Design piso_tx_5bits, sky130hd; sources not shown.
Fig. 1: where the registers sit
Scale: 6 px per micron. Other sequential cells in the stronger grey, the rest of the logic in the fainter grey.
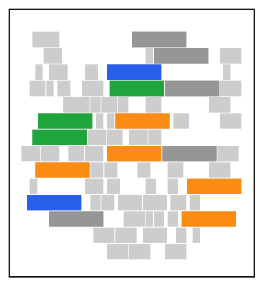
colour	signal	placed flops
green	`cnt_q`	3
orange	`u_core.shreg_q`	5
blue	`state_q`	2
not coloured	5
Seq. pwr: 0.000329 W
FF/Latch Area: 375 sq um
Final Util: 0.602
Seq/total area: 0.445

Fig. 2: clock network drawn from the DEF
Scale: 6 px per micron.
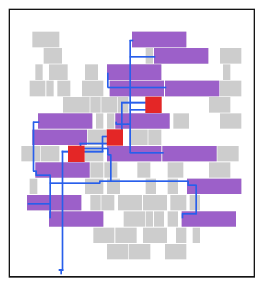
[blue] clock wires | length: 167 microns
[red] clock-net drivers | count: 3
[purple] flip-flops | count: 15
routed clock nets	4
clock share of power: 0.142
Final Skew: 0.0107 ns

Fig. 3: cell classes on the final placement
Scale: 6 px per micron.
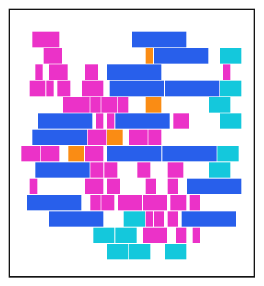
colour	class	cells	share of their area
magenta	remaining logic cells	44	37%
orange	clock drivers and dummy loads	4	3.2%
cyan	remaining buffers and delay cells	12	15%
blue	registers	15	46%
fin area: 843 sq um
row cnt: 14
core footprint: 1400 sq um

Fig. 4: I/O nets highlighted
Scale: 12 px per micron.
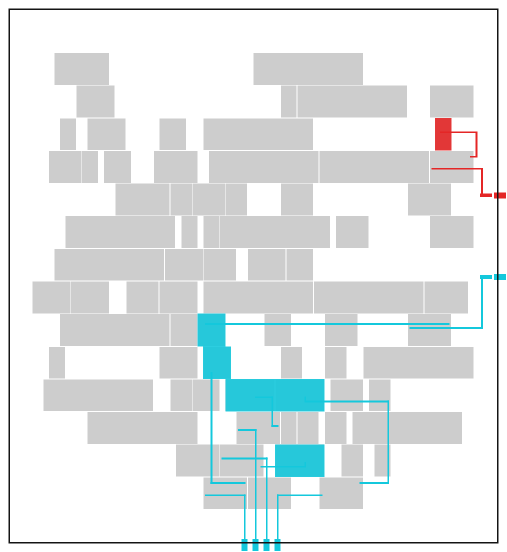
colour	port	direction	edge	end cells	buffers	wire
cyan	`din`	input	4 bottom, 1 right	5	5	102 microns
red	`rst`	input	right	1	1	12.5 microns
boundary pin count: 13
IO buf count: 12

==> flow_metrics.py <==
# Physical implementation metrics
metrics = {
    "cts": {
        "cts_tree": "yes",
        "clk_pin_slew_ns": 0.09,
        "cts.sinks": 15,
        "numCtsBuffers": 3,
        "clock_latency_ns": 0.28,
        "htree_levels": 1,
    },
    "global_route": {
        "grt_pass1_wl_mm": 2.14,
        "grtUsageMet2": 0.286,
        "grt_overflow_total": 0,
        "antenna_found_initial": 0,
        "grt_use_met1": 0.225,
    },
    "critical_path": {
        "worstPathArrival_ns": 1.31,
        "worst-path-buf-inv": 1,
        "critPathMaxStageDelay_ns": 0.62,
        "path_delay_family": "buffers and inverters",
        "regToRegSetupSlack_ns": 2.01,
        "rr_worst_depth": 5,
        "crit_slowest_cell": "clkdlybuf4s50_1",
        "critical_path_class": "reg2out",
        "critPathCaptureType": "primary output",
    },
    "drt": {
        "dr_total_vias": 506,
        "routed_wl_mm": 1.30,
        "wl_per_cell_microns": 14.3,
        "viasPerCell": 5.56,
        "ant_nets": 0,
        "dr.pass1.iters": 4,
    },
    "synth": {
        "numSynthFlops": 15,
        "synth_top_area_share": 0.537,
        "yosys_area_sq_um": 699,
        "syn_nets": 72,
        "yosys.area.top_type": "dfrtp_1",
        "postSynthCellCount": 62,
        "synth.distinct_cells": 25,
        "mux_share": 0,
        "simple_gate_area_frac": 0.157,
        "ff_type": "dfrtp_1",
        "syn-cell-area_sq_um": 699,
        "common_cells": "15 x dfrtp_1, 6 x inv_1, 4 x a21oi_1, 4 x and2_1, 4 x o21ai_0",
        "synth.area.top_cells": "dfrtp_1 54%, and4b_2 4.8%, o2bb2ai_1 3.8%",
        "adder_share": 0.0358,
    },
    "finish": {
        "largest_reg_flops": 5,
        "layout-drive-gt1-share": 0.133,
    },
    "place": {
        "dp.cells": 87,
    },
    "final_timing": {
        "rsz0062_at_grt": "false",
        "setup-violations-final": 0,
        "tns_ns": 0,
        "period_used_share": 0.641,
        "slew_viol_final": 0,
        "fin_crit_ns": 2.15,
        "max_freq_mhz": 466,
        "worstMarginPinSlew_ns": 0.557,
        "max-slew-margin-rel": 0.628,
    },
    "power_and_ir_drop": {
        "irDropWorstVdd_mv": 0.621,
        "power.density_nw_per_um2": 841,
    },
    "job": {
        "tool_warnings": 27,
        "max_cap_violations": 0,
    },
    "die": {
        "die_area_sq_um": 1800,
        "fp_util": 0.499,
        "die_height_microns": 44.4,
        "die_x_microns": 40.6,
    },
    "outcome": {
        "status": "finished clean",
    },
    "worst_hold_path": {
        "hp-class": "reg2reg",
    },
}
## final cells by class
type | count | area [sq um]
clock buffers | 4 | 26.3
repair buffers | 12 | 120
well taps | 16 | 20.0
multi-input cells | 38 | 279
fillers | 126 | 558
inverters | 6 | 22.5
flip-flops and latches | 15 | 375
## cell usage in the layout (no fill, tap or decap), drive strengths merged
cell           Yosys  routed
dfrtp             15      15
clkdlybuf4s50      0      12
inv                6       6
and2               5       5
o21ai              5       5
a21oi              5       5
and4b              4       4
clkbuf             1       4
o2bb2ai            3       3
a31oi              2       2
nand2              2       2
and3               2       2
a22oi              2       2
ha                 2       2
nor2b              1       1
a211oi             1       1
a32oi              1       1
a21o               1       1
a22o               1       1
nor3               1       1
## power by group
part	switching, W	internal (W)	leakage [nW]
registers	0.0000777	0.000251	0.192
logic	0.000141	0.000139	0.181
clock network	0.0000545	0.0000461	0.0150
total	0.000273	0.000436	0.387
## routing by layer
layer / vias up / wire (microns)
met3: 2 / 39
met5: - / 0
met2: 16 / 631
li1: 248 / -
met1: 240 / 614
met4: 0 / 19
## through the flow
| stage | hold WS, ns | utilization | area, sq um | power (W) | setup WS [ns] |
|---|---|---|---|---|---|
| 5_1_grt | 0.521 | 0.602 | 843 | 0.000766 | 1.16 |
| 3_5_place_dp | 0.473 | 0.583 | 817 | 0.000613 | 1.30 |
| 6_report | 0.500 | 0.602 | 843 | 0.000709 | 1.20 |
| 2_1_floorplan | 0.443 | - | 699 | 0.000520 | 1.91 |
| 4_1_cts | 0.492 | 0.602 | 843 | 0.000711 | 1.20 |
| 3_3_place_gp | 0.470 | 0.583 | 817 | 0.000596 | 1.33 |
## logic make-up after synthesis
logic type / after synthesis
and+or+nand+nor: 15
adders and majority gates: 2
AOI/OAI and AO/OA: 21
buffers and inverters: 9
DFF: 15
Power and IR drop assume default switching activity.
